**config.mk**
```make
export PLATFORM = sky130hd
export DESIGN_NAME = gesture_cmd_scheduler
export DESIGN_NICKNAME = d
export VERILOG_FILES = /design/src/rtl/gesture_cmd_scheduler.sv
export SDC_FILE = /design/constraint.sdc
export NUM_CORES = 1
export LEC_CHECK = 0
export CAP_MARGIN = 5
export CORE_ASPECT_RATIO = 1.2
export CORE_MARGIN = 2
export CORE_UTILIZATION = 40
export DETAILED_ROUTE_END_ITERATION = 7
export PLACE_DENSITY = 0.58
export SYNTH_ARGS = -nofsm -noshare
export SYNTH_HDL_FRONTEND = slang
export SYNTH_SLANG_ARGS = --single-unit
```
**constraint.sdc**
```tcl
create_clock -name clk_i -period 2.32 [get_ports clk_i]
set_clock_uncertainty 0.15 [all_clocks]
set_input_delay 0.464 -clock clk_i [delete_from_list [all_inputs] [get_ports clk_i]]
set_output_delay 0.464 -clock clk_i [all_outputs]
set_load 0.1 [all_outputs]
```
**src/rtl/gesture_cmd_scheduler.sv**
```systemverilog
// gesture_cmd_scheduler
// Arbitrates level-high requests from the gesture detector bank and grants one
// gesture at a time by fixed priority, with bit 0 (off) as the highest priority.
// The granted command code (index + 1) is offered to the radio link over a
// valid/ready handshake. On acceptance the granted detector gets a one-cycle
// clear pulse and a hold-off window starts. An off request may pre-empt a
// hold-off that followed any other grant. An accepted off command latches
// off_latched_o, which blocks further grants until armed_i rises again. An
// offer that is not accepted within ACK_TIMEOUT cycles is withdrawn and sets the
// sticky ack_err_o.
//
// Ports
//   clk_i          system clock, rising edge
//   rst_ni         asynchronous active-low reset
//   armed_i        scheduler enable; a rising edge clears off_latched_o
//   gesture_req_i  detector outputs, bit 0 = off, level-high
//   cmd_ready_i    transmitter accepts cmd_code_o this cycle
//   cmd_valid_o    command offered
//   cmd_code_o     command code, stable while cmd_valid_o = 1
//   fsm_clear_o    one-cycle clear pulse to the granted detector
//   busy_o         1 whenever the scheduler is not idle
//   off_latched_o  set when an off command is accepted
//   ack_err_o      sticky: an offer was withdrawn by the acknowledge timeout
module gesture_cmd_scheduler #(
    parameter int unsigned N_GEST      = 4,
    parameter int unsigned CMD_W       = 4,
    parameter int unsigned HOLDOFF     = 65000000,
    parameter int unsigned ACK_TIMEOUT = 1000000
) (
    input  logic              clk_i,
    input  logic              rst_ni,
    input  logic              armed_i,
    input  logic [N_GEST-1:0] gesture_req_i,
    input  logic              cmd_ready_i,
    output logic              cmd_valid_o,
    output logic [CMD_W-1:0]  cmd_code_o,
    output logic [N_GEST-1:0] fsm_clear_o,
    output logic              busy_o,
    output logic              off_latched_o,
    output logic              ack_err_o
);

    localparam int unsigned MAX_CNT = (HOLDOFF > ACK_TIMEOUT) ? HOLDOFF : ACK_TIMEOUT;
    localparam int unsigned CNT_W   = $clog2(MAX_CNT) + 1;
    localparam int unsigned WIN_W   = (N_GEST > 1) ? $clog2(N_GEST) : 1;

    localparam logic [CNT_W-1:0] HOLD_LOAD = CNT_W'(HOLDOFF - 1);
    localparam logic [CNT_W-1:0] ACK_LAST  = CNT_W'(ACK_TIMEOUT - 1);

    typedef enum logic [1:0] {
        S_IDLE,
        S_ISSUE,
        S_HOLD
    } state_t;

    state_t              state_q, state_d;
    logic [CNT_W-1:0]    cnt_q, cnt_d;
    logic [WIN_W-1:0]    win_q, win_d;
    logic                valid_q, valid_d;
    logic [CMD_W-1:0]    code_q, code_d;
    logic [N_GEST-1:0]   clear_q, clear_d;
    logic                busy_q, busy_d;
    logic                off_q, off_d;
    logic                err_q, err_d;
    logic                armed_q;

    logic                armed_rise;
    logic                latch_eff;
    logic                req_any;
    logic                found;
    logic [WIN_W-1:0]    win_idx;

    // Fixed-priority encoder: the lowest set request index wins.
    always_comb begin
        win_idx = '0;
        found   = 1'b0;
        for (int unsigned i = 0; i < N_GEST; i++) begin
            if (!found && gesture_req_i[i]) begin
                win_idx = WIN_W'(i);
                found   = 1'b1;
            end
        end
    end

    assign req_any    = |gesture_req_i;
    assign armed_rise = armed_i & ~armed_q;
    // A rising edge of armed releases the off latch in the same cycle, so a
    // pending request can be granted on that very edge.
    assign latch_eff  = off_q & ~armed_rise;

    always_comb begin
        state_d = state_q;
        cnt_d   = cnt_q;
        win_d   = win_q;
        valid_d = valid_q;
        code_d  = code_q;
        clear_d = '0;
        off_d   = armed_rise ? 1'b0 : off_q;
        err_d   = err_q;

        unique case (state_q)
            S_IDLE: begin
                if (armed_i && !latch_eff && req_any) begin
                    state_d = S_ISSUE;
                    win_d   = win_idx;
                    valid_d = 1'b1;
                    code_d  = CMD_W'(win_idx) + CMD_W'(1);
                    cnt_d   = '0;
                end
            end

            S_ISSUE: begin
                if (cmd_ready_i) begin
                    state_d = S_HOLD;
                    valid_d = 1'b0;
                    code_d  = '0;
                    clear_d = N_GEST'(1) << win_q;
                    if (win_q == '0) begin
                        off_d = 1'b1;
                    end
                    cnt_d   = HOLD_LOAD;
                end else if (cnt_q == ACK_LAST) begin
                    // Offer has been visible for ACK_TIMEOUT cycles: withdraw it
                    // without clearing the detector so it can be re-offered.
                    state_d = S_IDLE;
                    valid_d = 1'b0;
                    code_d  = '0;
                    err_d   = 1'b1;
                    cnt_d   = '0;
                end else begin
                    cnt_d = cnt_q + CNT_W'(1);
                end
            end

            S_HOLD: begin
                if (gesture_req_i[0] && (win_q != '0)) begin
                    // Off pre-empts the hold-off of any other command.
                    state_d = S_ISSUE;
                    win_d   = '0;
                    valid_d = 1'b1;
                    code_d  = CMD_W'(1);
                    cnt_d   = '0;
                end else if (cnt_q == '0) begin
                    state_d = S_IDLE;
                end else begin
                    cnt_d = cnt_q - CNT_W'(1);
                end
            end

            default: begin
                state_d = S_IDLE;
                valid_d = 1'b0;
                code_d  = '0;
                cnt_d   = '0;
            end
        endcase

        busy_d = (state_d != S_IDLE);
    end

    always_ff @(posedge clk_i or negedge rst_ni) begin
        if (!rst_ni) begin
            state_q <= S_IDLE;
            cnt_q   <= '0;
            win_q   <= '0;
            valid_q <= 1'b0;
            code_q  <= '0;
            clear_q <= '0;
            busy_q  <= 1'b0;
            off_q   <= 1'b0;
            err_q   <= 1'b0;
            armed_q <= 1'b0;
        end else begin
            state_q <= state_d;
            cnt_q   <= cnt_d;
            win_q   <= win_d;
            valid_q <= valid_d;
            code_q  <= code_d;
            clear_q <= clear_d;
            busy_q  <= busy_d;
            off_q   <= off_d;
            err_q   <= err_d;
            armed_q <= armed_i;
        end
    end

    assign cmd_valid_o   = valid_q;
    assign cmd_code_o    = code_q;
    assign fsm_clear_o   = clear_q;
    assign busy_o        = busy_q;
    assign off_latched_o = off_q;
    assign ack_err_o     = err_q;

endmodule

```
==> run_1/logic_types.png <==
Scale: 4 px per µm.
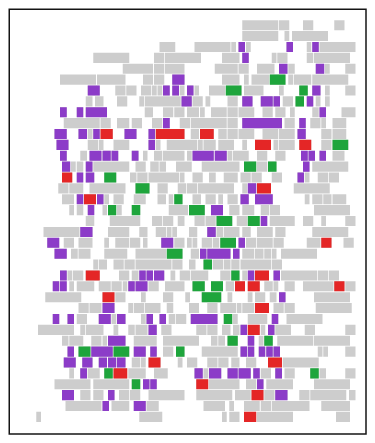
| color | family | cells |
|---|---|---|
| red | AND-OR and OR-AND gates | 23 |
| green | AND and OR gates | 31 |
| purple | inverting AOI/OAI gates | 119 |
non-filler instance count after layout: 666
most frequent logic cell in the layout: sky130_fd_sc_hd__buf_4
proportion of cell area occupied by multi-input gates: 48.8%

==> run_1/placement_by_type.png <==
Scale: 4 px per µm. Fill, decap, tap and diode cells in gray.
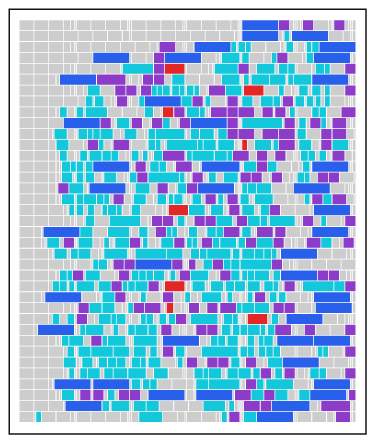
| color | class | cells |
|---|---|---|
| red | clock drivers and dummy loads | 8 |
| cyan | combinational and other logic | 350 |
| purple | other buffers and delay cells | 148 |
| blue | flops | 43 |
flop share of the area: 21.3%
Site Rows: 37
core region area: 8470 µm²
fraction of the core area covered by cells at the end of the flow: 59.7%

==> run_1/layer_met3.png <==
Scale: 4 px per µm.
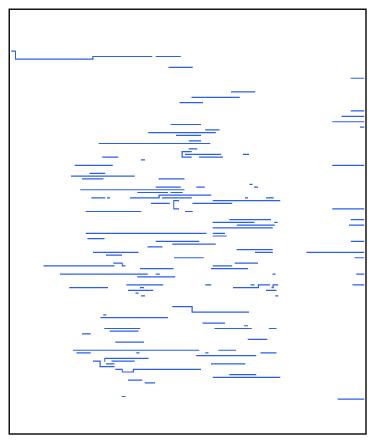
share of all routed wire: 6.9%
longest straight run: 31.3 µm
nets with wire on the layer: 84
wire length on this layer: 894 µm
Vias: 4038
total detailed-routing wirelength: 13000 µm
fraction of met3 tracks used by global routing: 4.15%

==> run_1/congestion.png <==
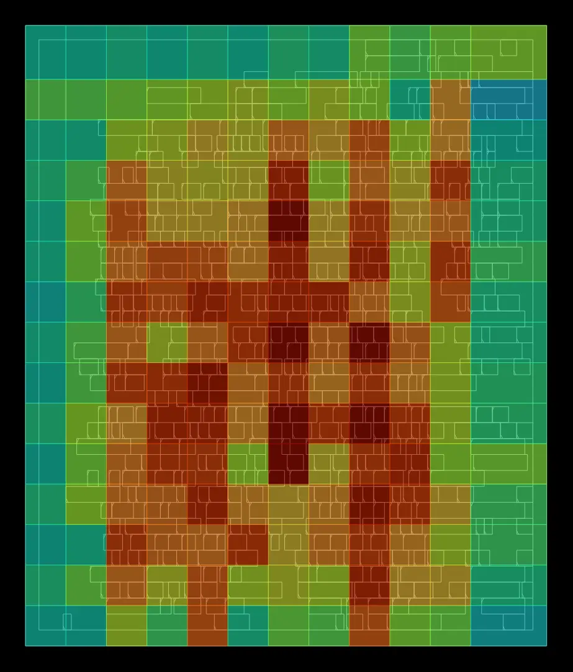
Avg WL per Cell: 19.6 µm
Most Crowded Layer GR: met2
global routing usage on met2: 45.2%

==> reports/summary.txt, run 1 <==
Maximum VDD drop - 514 µV
Dominant non-sequential cell family after synthesis - simple AND/OR/NAND/NOR gates
Flip-flop and latch count after synthesis - 43
Area after detailed placement - 4430 µm²
Post-synthesis instance total - 426
Max-capacitance violation count - 0
Run status - complete, but fails checks
Net switching power - 4.00 mW
Post-synthesis instance area - 3450 µm²
Cell type of the slowest stage on the worst timing path - sky130_fd_sc_hd__o41a_1
WHS Path Cells - 1
Clock-cell share of area - 1.68%
Placed wire-length estimate - 9050 µm
Kind of launch point of the worst setup path - flip-flop
Post-synthesis net count - 441
Total leakage power - 2.24 nW
Crit-path cells - buf_6, nor4_4, nand2_2, buf_4, o41a_1, and2_4, o221a_4
Worst reg2reg endpoint - cnt_q[11]$_DFFE_PN0P_
Power share of the sequential group - 15.0%
Cell types with the highest counts after synthesis - sky130_fd_sc_hd__o21ai_0 (51), sky130_fd_sc_hd__dfrtp_1 (43), sky130_fd_sc_hd__nor2_1 (36), sky130_fd_sc_hd__nand2_1 (33), sky130_fd_sc_hd__a21oi_1 (29)
Worst hold slack after final layout - 311 ps
Diodes inserted - 0
Chip area estimate from yosys synthesis - 3450 µm²
Most area-hungry cell class in the final design - multi-input combinational cells
Final worst-path setup slack - -84.0 ps
Multiplexer share - 0%
Levels on crit path - 7
Plain + repair buffers - 148
Synth area leader - sky130_fd_sc_hd__dfrtp_1
Most used DFF post-synth - sky130_fd_sc_hd__dfrtp_1
Required time at the worst-slack endpoint - 2380 ps
Commonest cells after routing, fill and taps aside - sky130_fd_sc_hd__buf_4 (118), sky130_fd_sc_hd__dfrtp_1 (41), sky130_fd_sc_hd__nor2_1 (35), sky130_fd_sc_hd__o21ai_0 (30), sky130_fd_sc_hd__nand2_1 (28)
Combined buffer and inverter count along the critical path - 2
Largest stage delay on the critical path - 530 ps
Sequential element share of the synthesized area - 31.1%
Clock share of power - 6.4%
Count of final max-slew check failures - 0
Final hold viol count - 0
Area added between synthesis and finish - 46.3%
Post-place setup slack - -466 ps
Launching point of the worst reg2reg path - cnt_q[12]$_DFFE_PN0P_
Die width - 88.8 µm
CP startpoint - cnt_q[12]$_DFFE_PN0P_
Number of routed nets with antenna violations - 0
Violations in the final reports - negative setup slack
Adder and majority cell fraction of the synthesized area - 2.54%
Cell count after placement - 639
CTS clock-pin slew for the worst setup and hold paths - 80 ps
Endpoints failing setup - 10
Filler cell count in the final layout - 756
TritonCTS buffer count - 5
Dominant cell area share - 31.1%
Cell count of the worst reg-to-reg path - 7
DR WL met2 - 6410 µm
Maximum clock insertion buffer count - 2
Clock sinks - 43
Combinational group power - 6.25 mW
Mean instance size in the synthesized netlist - 8.11 µm²
Count of input and output buffers - 18
Number of multi-input logic gates - 336
Die boundary height - 106 µm
Ratio of routed vias to standard cells - 6.06
Number of well taps - 117
Simple Share, Synth - 29.4%
Final period utilization - 104%
XOR/XNOR Area Share - 3.30%
CTS HTree Levels - 2
Latest clock arrival within the worst-skew pair - 320 ps
## Run 2: what changed since run 1
--- a/config.mk
+++ b/config.mk
@@ -10,7 +10,7 @@
 export CORE_MARGIN = 2
 export CORE_UTILIZATION = 40
 export DETAILED_ROUTE_END_ITERATION = 7
-export PLACE_DENSITY = 0.58
+export PLACE_DENSITY = 0.56
 export SYNTH_ARGS = -nofsm -noshare
 export SYNTH_HDL_FRONTEND = slang
 export SYNTH_SLANG_ARGS = --single-unit
==> constraint.sdc (replaced) <==
create_clock -name clk_i -period 3.1 [get_ports clk_i]
set_clock_uncertainty 0.15 [all_clocks]
set_input_delay 0.62 -clock clk_i [delete_from_list [all_inputs] [get_ports clk_i]]
set_output_delay 0.62 -clock clk_i [all_outputs]
set_load 0.1 [all_outputs]
==> run_2/sizes.png <==
Scale: 4 px per µm.
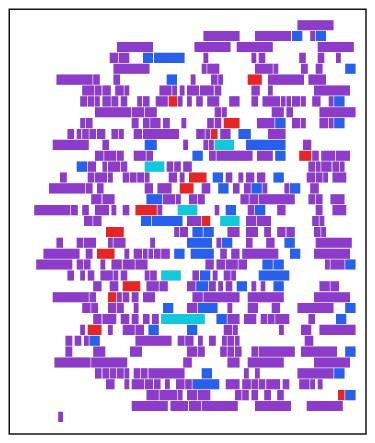
| color | size | cells | share |
|---|---|---|---|
| red | _2 cells | 15 | 3.3% |
| cyan | _6 and larger | 6 | 1.3% |
| blue | _3 and _4 cells | 54 | 12% |
| purple | _0 and _1 cells | 374 | 83% |
Plain + repair buffers: 49
post-route design area: 3910 µm²
final worst-path setup slack: 302 ps
area added between synthesis and finish: 13.0%

==> reports/summary.txt, run 2 <==
Run status - completed
WHS Path Cells - 1
Maximum VDD drop - 376 µV
Combined buffer and inverter count along the critical path - 1
Simple Share, Synth - 29.4%
Dominant non-sequential cell family after synthesis - simple AND/OR/NAND/NOR gates
Combinational group power - 2.92 mW
Launching point of the worst reg2reg path - cnt_q[0]$_DFFE_PN0P_
Avg WL per Cell - 19.8 µm
Post-synthesis instance total - 426
Post-synth EDFFs - 0
Cell count after placement - 558
Library cells used by synthesis - 70
Power of the sequential group - 1.04 mW
Power share of the sequential group - 23.7%
Maximum clock rate - 357 MHz
Most used DFF post-synth - sky130_fd_sc_hd__dfrtp_1
Max-capacitance violation count - 0
Aoi share - 26.5%
Multiplexer share - 0%
Most area-hungry cell class in the final design - multi-input combinational cells
Slew at the pin closest to its max-slew limit - 1040 ps
Diodes inserted - 0
Count of final max-slew check failures - 0
Maximum fanout count along the critical path - 18
CP startpoint - cnt_q[0]$_DFFE_PN0P_
Cell type of the slowest stage on the worst timing path - sky130_fd_sc_hd__o41ai_4
Fraction of met3 tracks used by global routing - 2.66%
CTS clock-pin slew for the worst setup and hold paths - 90 ps
Vias - 3489
Count of input and output buffers - 18
Combinational cell area excluding buffers and inverters - 2140 µm²
Flip-flop and latch count after synthesis - 43
Proportion of cell area occupied by multi-input gates - 54.7%
Amount of wire on met3 after detailed routing - 642 µm
Top cells by area in the synthesized netlist - sky130_fd_sc_hd__dfrtp_1 (31%), sky130_fd_sc_hd__o21ai_0 (7.4%), sky130_fd_sc_hd__a21oi_1 (4.2%)
Commonest cells after routing, fill and taps aside - sky130_fd_sc_hd__o21ai_0 (51), sky130_fd_sc_hd__dfrtp_1 (43), sky130_fd_sc_hd__buf_4 (42), sky130_fd_sc_hd__nor2_1 (36), sky130_fd_sc_hd__nand2_1 (33)
Total detailed-routing wirelength - 11200 µm
First-pass GRT wire length - 18000 µm
Kind of launch point of the worst setup path - flip-flop
Most Crowded Layer GR - met2
Maximum clock insertion buffer count - 2
Placed wire-length estimate - 8120 µm
Cell types with the highest counts after synthesis - sky130_fd_sc_hd__o21ai_0 (51), sky130_fd_sc_hd__dfrtp_1 (43), sky130_fd_sc_hd__nor2_1 (36), sky130_fd_sc_hd__nand2_1 (33), sky130_fd_sc_hd__a21oi_1 (29)
DR WL met2 - 5550 µm
Chip area estimate from yosys synthesis - 3450 µm²
Clock sinks - 43
Highest routed layer - met4
Synth area leader - sky130_fd_sc_hd__dfrtp_1
Number of multi-input logic gates - 335
Core region area - 8470 µm²
Global routing usage on met2 - 40.9%
Mean instance size in the synthesized netlist - 8.11 µm²
Crit-path cells - inv_1, ha_1, nor3b_4, nand3_4, o41ai_4, o21ai_0, o21ai_0
Fraction of cell area in non-clock buffers - 9.74%
Non-filler instance count after layout - 566
Post-synthesis net count - 441
Dominant cell area share - 31.1%
Flop share of the area - 27.6%
Site Rows - 37
TritonCTS buffer count - 5
Endpoints failing setup - 0
Cell count of the worst reg-to-reg path - 7
Worst setup EP type - flip-flop
Post-place setup slack - 103 ps
Total leakage power - 1.63 nW
Sequential element share of the synthesized area - 31.1%
Clock share of power - 10.3%
Yosys synthesis warning count - 0
Global placer's final weighted congestion - 0.957
Number of well taps - 117
Filler cell count in the final layout - 872
Biggest consumer - combinational cells
CTS HTree Levels - 2
Worst hold slack after final layout - 330 ps
Count of sequential standard cells - 43
Number of top-level pins - 20
Net switching power - 2.41 mW
Fraction of the core area covered by cells at the end of the flow - 46.1%
First DRT Iteration DRCs - 305
Clock-cell share of area - 2.88%
Die width - 88.8 µm
Largest stage delay on the critical path - 990 ps
Latest clock arrival within the worst-skew pair - 300 ps
Adder and majority cell fraction of the synthesized area - 2.54%
Number of routed nets with antenna violations - 0
Area after detailed placement - 3790 µm²
Levels on crit path - 7
Worst reg2reg endpoint - cnt_q[4]$_DFFE_PN0P_
Final hold viol count - 0
Post-synthesis instance area - 3450 µm²
Ratio of routed vias to standard cells - 6.16
Combinational Power Share - 66.1%
Most frequent logic cell in the layout - sky130_fd_sc_hd__o21ai_0
Required time at the worst-slack endpoint - 3170 ps
XOR/XNOR Area Share - 3.30%
Final period utilization - 90.3%
Die boundary height - 106 µm
Overall chip area - 9400 µm²
No activity file was given, so power comes from the tool's default toggle rates.
